--- src/rtl/seg_dyn_scan.sv ---
// seg_dyn_scan: six-digit multiplexed common-anode seven-segment driver.
// A 20-bit binary input is clamped to 999_999, converted to six BCD digits
// by a sequential double-dabble FSM, and scanned onto sel/seg (both active-low).
// Optional build macro: SEG_BLANK_ZERO_EN enables leading-zero blanking.
module seg_dyn_scan #(
    parameter logic [15:0] CNT_MAX = 16'd49_999
) (
    input  logic        sys_clk,
    input  logic        rst_n,
    input  logic [19:0] data,
    input  logic [5:0]  point,
    input  logic        sign,
    input  logic        seg_en,
    output logic [5:0]  sel,
    output logic [7:0]  seg
);

    typedef enum logic [1:0] {
        IDLE,
        SHIFT,
        DONE
    } conv_state_t;

    localparam logic [19:0] DATA_MAX = 20'd999_999;

    conv_state_t state_q, state_d;
    logic [19:0] data_last_q, data_last_d;
    logic [43:0] sreg_q, sreg_d;
    logic [4:0]  bit_cnt_q, bit_cnt_d;
    logic [23:0] bcd_disp_q, bcd_disp_d;
    logic [15:0] cnt_1ms_q, cnt_1ms_d;
    logic [2:0]  cnt_sel_q, cnt_sel_d;
    logic [5:0]  sel_q, sel_d;
    logic [7:0]  seg_q, seg_d;

    logic [43:0] adj;
    logic [23:0] bcd_shifted;
    logic [3:0]  nib;
    logic [6:0]  seg7;
    logic        non_bcd;
    logic [5:0]  lead_blank;

    // Double-dabble converter: capture changed input, 20 add-3/shift steps, publish.
    always_comb begin
        state_d     = state_q;
        data_last_d = data_last_q;
        sreg_d      = sreg_q;
        bit_cnt_d   = bit_cnt_q;
        bcd_disp_d  = bcd_disp_q;
        adj         = sreg_q;
        case (state_q)
            IDLE: begin
                if (data != data_last_q) begin
                    sreg_d      = {24'h000000, (data > DATA_MAX) ? DATA_MAX : data};
                    data_last_d = data;
                    bit_cnt_d   = '0;
                    state_d     = SHIFT;
                end
            end
            SHIFT: begin
                for (int unsigned i = 0; i < 6; i++) begin
                    if (sreg_q[20 + 4*i +: 4] >= 4'd5)
                        adj[20 + 4*i +: 4] = sreg_q[20 + 4*i +: 4] + 4'd3;
                end
                sreg_d    = adj << 1;
                bit_cnt_d = bit_cnt_q + 5'd1;
                if (bit_cnt_q == 5'd19)
                    state_d = DONE;
            end
            DONE: begin
                bcd_disp_d = sreg_q[43:20];
                state_d    = IDLE;
            end
            default: state_d = IDLE;
        endcase
    end

    // Scan timing: per-digit dwell counter and digit index.
    always_comb begin
        cnt_1ms_d = cnt_1ms_q + 16'd1;
        cnt_sel_d = cnt_sel_q;
        if (cnt_1ms_q == CNT_MAX) begin
            cnt_1ms_d = '0;
            cnt_sel_d = (cnt_sel_q == 3'd5) ? 3'd0 : cnt_sel_q + 3'd1;
        end
    end

    // Leading-zero blank mask: a digit blanks only while it and every higher
    // digit are zero with no decimal point lit; digit 0 never blanks.
    always_comb begin
        lead_blank = '0;
`ifdef SEG_BLANK_ZERO_EN
        lead_blank[5] = (bcd_disp_q[23:20] == 4'd0) && !point[5];
        for (int unsigned i = 1; i < 5; i++) begin
            lead_blank[5-i] = lead_blank[6-i] && (bcd_disp_q[4*(5-i) +: 4] == 4'd0)
                              && !point[5-i];
        end
`endif
    end

    // Segment decode for the digit currently selected.
    always_comb begin
        bcd_shifted = bcd_disp_q >> {cnt_sel_q, 2'b00};
        nib         = bcd_shifted[3:0];
        non_bcd     = 1'b0;
        case (nib)
            4'd0:    seg7 = 7'h40;
            4'd1:    seg7 = 7'h79;
            4'd2:    seg7 = 7'h24;
            4'd3:    seg7 = 7'h30;
            4'd4:    seg7 = 7'h19;
            4'd5:    seg7 = 7'h12;
            4'd6:    seg7 = 7'h02;
            4'd7:    seg7 = 7'h78;
            4'd8:    seg7 = 7'h00;
            4'd9:    seg7 = 7'h10;
            default: begin
                seg7    = 7'h7F;
                non_bcd = 1'b1;
            end
        endcase
    end

    // Output select/segment next values; dark when disabled.
    always_comb begin
        sel_d = '1;
        seg_d = '1;
        if (seg_en) begin
            sel_d = ~(6'b000001 << cnt_sel_q);
            if (!non_bcd && !lead_blank[cnt_sel_q])
                seg_d = {~point[cnt_sel_q], seg7};
            if (cnt_sel_q == 3'd5 && sign)
                seg_d = {~point[5], 7'b011_1111};
        end
    end

    // All state registers, asynchronous active-low reset.
    always_ff @(posedge sys_clk or negedge rst_n) begin
        if (!rst_n) begin
            state_q     <= IDLE;
            data_last_q <= '0;
            sreg_q      <= '0;
            bit_cnt_q   <= '0;
            bcd_disp_q  <= '0;
            cnt_1ms_q   <= '0;
            cnt_sel_q   <= '0;
            sel_q       <= '1;
            seg_q       <= '1;
        end else begin
            state_q     <= state_d;
            data_last_q <= data_last_d;
            sreg_q      <= sreg_d;
            bit_cnt_q   <= bit_cnt_d;
            bcd_disp_q  <= bcd_disp_d;
            cnt_1ms_q   <= cnt_1ms_d;
            cnt_sel_q   <= cnt_sel_d;
            sel_q       <= sel_d;
            seg_q       <= seg_d;
        end
    end

    assign sel = sel_q;
    assign seg = seg_q;

endmodule

--- config.mk ---
export PLATFORM = sky130hd
export DESIGN_NAME = seg_dyn_scan
export DESIGN_NICKNAME = d
export VERILOG_FILES = /design/src/rtl/seg_dyn_scan.sv
export SDC_FILE = /design/constraint.sdc
export NUM_CORES = 1
export LEC_CHECK = 0
export CORE_MARGIN = 5
export CORE_UTILIZATION = 35
export DETAILED_ROUTE_END_ITERATION = 10
export PLACE_DENSITY = 0.63
export SYNTH_ARGS = -nofsm -noshare
export SYNTH_HDL_FRONTEND = slang
export SYNTH_SLANG_ARGS = --single-unit
--- constraint.sdc ---
create_clock -name sys_clk -period 2.2 [get_ports sys_clk]
set_clock_uncertainty 0.05 [all_clocks]
set_input_delay 0.33 -clock sys_clk [delete_from_list [all_inputs] [get_ports sys_clk]]
set_output_delay 0.33 -clock sys_clk [all_outputs]
set_load 0.02 [all_outputs]
Fig. 1: clock network drawn from the DEF
(4 px per um)
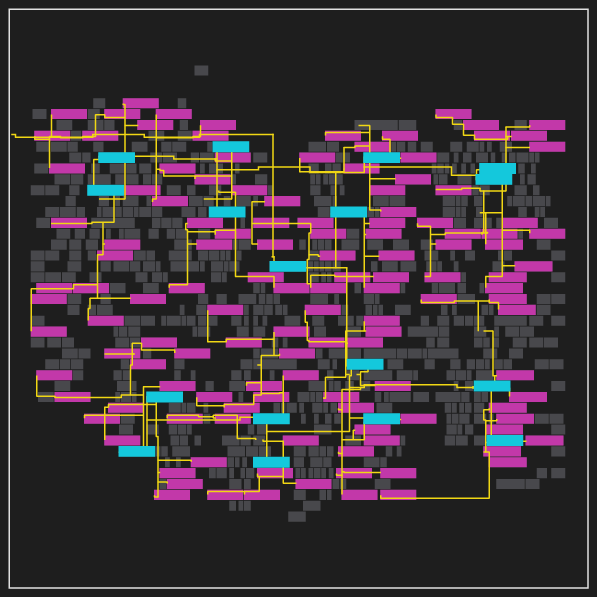
clock drivers -> cyan  # count 17
flip-flops -> magenta  # count 128
clock wires -> yellow  # length 1710 um
routed clock nets = 18

Fig. 2: cells colored by class
(2 px per um) Fill, decap, tap and diode cells in gray.
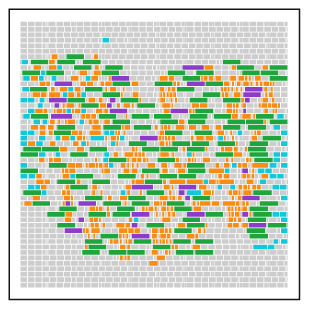
remaining buffers and delay cells -> cyan  # cells 85, share of their area 10%
clock drivers and dummy loads -> purple  # cells 32, share of their area 8.1%
combinational and other logic -> orange  # cells 429, share of their area 39%
sequential cells -> green  # cells 128, share of their area 42%

==> logic make-up (layout without fill, tap and decap cells) <==
kind of cell             after synthesis  after routing  synth area share
flip-flops                           128            128             0.510
buffers and inverters                 61            151            0.0428
adder cells (fa/ha/maj)               15             15            0.0297
AND-OR/OR-AND                        107            107             0.119
AND/OR/NAND/NOR                      173            173             0.135
multiplexers                          53             53            0.0985
XOR/XNOR                              47             47            0.0652
==> routing by layer <==
| layer | share of wire | GRT usage | vias to the layer above |
|---|---|---|---|
| met3 | 0.050 | 0.0483 | 7 |
| met1 | 0.45 | 0.185 | 2295 |
| met4 | 0.0057 | 0.0353 | 0 |
| li1 | - | - | 2206 |
| met5 | 0 | 0 | - |
| met2 | 0.49 | 0.231 | 102 |
==> path summary, 6_finish.rpt <==
check / from / to / slack [ps] / depth (start not counted)
hold / removal: rst_n / sreg_q[29]$_DFFE_PN0P_ / 330 / 2
setup reg to reg: cnt_sel_q[0]$_DFFE_PN0N_ / seg[6]$_DFF_PN1_ / 160 / 6
min in group sys_clk: cnt_1ms_q[0]$_DFF_PN0_ / cnt_1ms_q[0]$_DFF_PN0_ / 410 / 1
max in group asynchronous: rst_n / sreg_q[4]$_DFFE_PN0P_ / 1120 / 3
setup / recovery: cnt_sel_q[0]$_DFFE_PN0N_ / seg[6]$_DFF_PN1_ / 160 / 6
hold reg to reg: cnt_1ms_q[0]$_DFF_PN0_ / cnt_1ms_q[0]$_DFF_PN0_ / 410 / 1
==> layout make-up <==
type	count	area, sq um
flip-flops and latches	128	3220
multi-input cells	395	2840
clock inverters	15	185
fillers	1650	9970
clock buffers	17	425
inverters	34	128
well taps	229	287
repair buffers	85	783
==> critical path, stage by stage (launching register included) <==
cell	delay [ps]
dfrtp_1	480
mux2_2	380
a222oi_1	340
buf_4	230
nand3_4	120
o31ai_2	230
a311o_1	150
==> per-stage QoR <==
stage | hold WS, ps | cell area, sq um
6_report | 335 | 7870
2_1_floorplan | -15.6 | 6320
5_1_grt | 353 | 7870
3_5_place_dp | 232 | 7250
4_1_cts | 332 | 7870
3_3_place_gp | 223 | 7250
==> power by group through the flow <==
stage,Clock [mW],Combinational [mW],Sequential (mW)
floorplan,0,2.40,3.65
global placement,0,3.12,3.70
detailed placement,0,3.30,3.76
CTS,2.96,3.31,3.73
global route,3.09,3.71,3.83
finish,2.90,3.29,3.73
==> sequential cells by signal, summed over array words and instances, names as in the netlist <==
signal and count:
data_last_q 20, cnt_1ms_q 16, sel 6, sreg_q 44, bit_cnt_q 5, seg 8
cnt_sel_q 3, bcd_disp_q 24, state_q 2
==> cell usage in the layout, fill, tap and decap left out, types with 14 or more instances in the layout <==
| cell | n |
|---|---|
| o21ai_0 | 36 |
| nor2_1 | 52 |
| ha_1 | 15 |
| buf_4 | 39 |
| nand2_1 | 43 |
| clkbuf_16 | 17 |
| mux2_2 | 39 |
| inv_1 | 33 |
| dfrtp_1 | 114 |
| xnor2_1 | 34 |
| dfstp_2 | 14 |
| clkdlybuf4s50_1 | 42 |
==> impl_metrics.py <==
# Generated from Yosys and OpenROAD reports
metrics = {
    "worst_hold_path": {
        "worst_hold_path_type": "in2async",
    },
    "finish": {
        "finalNonFillerCells": 903,
        "fin_nets": 706,
        "drive_gt1_frac": 0.215,
        "area_growth_pct": 24.6,
        "diodes": 0,
    },
    "timing": {
        "maxSlewViolCount": 0,
        "timing.final.crit_share": 0.927,
        "slew_headroom": 0.454,
        "worstMarginPinSlew_ps": 814,
        "setup_ws_ps": 161,
        "hold_violations": 0,
        "rsz0062_at_grt": "no",
        "post-route-min-period_ps": 2040,
        "fmax_ghz": 0.490,
    },
    "run_status": {
        "status": "completed",
    },
    "floorplan": {
        "chip_area_sq_um": 20800,
        "rows": 49,
        "die_w_um": 144,
        "core_sq_um": 17800,
        "die-height_um": 144,
        "io-pin-count": 44,
    },
    "cts": {
        "postCtsSetupBuffers": 0,
        "cts_tree": "yes",
        "cts_resized": 0,
        "postCtsHoldBufs": 1,
        "clk_latency_ps": 420,
        "cts_root_buffer": "clkbuf_16",
        "cts.htree.levels": 4,
        "cts_made_buffers": 17,
        "path_clk_slew_ps": 60,
        "clkSinkCount": 128,
    },
    "power": {
        "power_density_nw_per_um2": 1260,
        "power.leakage_nw": 3.45,
        "power.internal_mw": 6.55,
        "peakVddDrop_mv": 0.713,
        "p_total_mw": 9.91,
        "seqPwrFrac": 0.376,
        "p_sw_mw": 3.36,
        "sw_frac_of_total": 0.339,
    },
    "global_routing": {
        "grt_pass1_vias": 4842,
        "grt_pass1_wl_um": 23900,
        "track_usage": 0.143,
        "overflow": 0,
        "grt_max_degree": 60,
    },
    "place": {
        "place_congestion": 0.882,
        "port_buffers": 43,
        "hpwl_um": 9880,
        "place_inst": 870,
    },
    "drt": {
        "ant_nets": 0,
        "vias": 4610,
        "totalWireLength_um": 13700,
        "drt-initial-drc-count": 181,
    },
    "flow_run": {
        "warnings": 32,
        "maxCapViolCount": 0,
    },
    "logic_synthesis": {
        "common_cells": "dfrtp_1, nor2_1, nand2_1, mux2_2, o21ai_0",
        "syn_area_sq_um": 6320,
        "synthFlopType": "dfrtp_1",
        "yosys-stat-area_sq_um": 6320,
        "syn_inst": 584,
        "netlist.area_leader.share": 0.452,
        "yosys_warnings": 0,
        "synth-seq-cells": 128,
        "synthArstFlopShare": 1.00,
        "most_common_cell": "dfrtp_1",
        "fp_nets": 629,
        "synth-seq-area-share": 0.510,
        "synth-edff-count": 0,
        "area_leaders": "dfrtp_1, mux2_2, dfstp_2",
    },
    "setup_path": {
        "cp_max_fo": 10,
        "critical_path_class": "reg2reg",
        "crit_required_ps": 2500,
    },
}
No activity file was given, so power comes from the tool's default toggle rates.
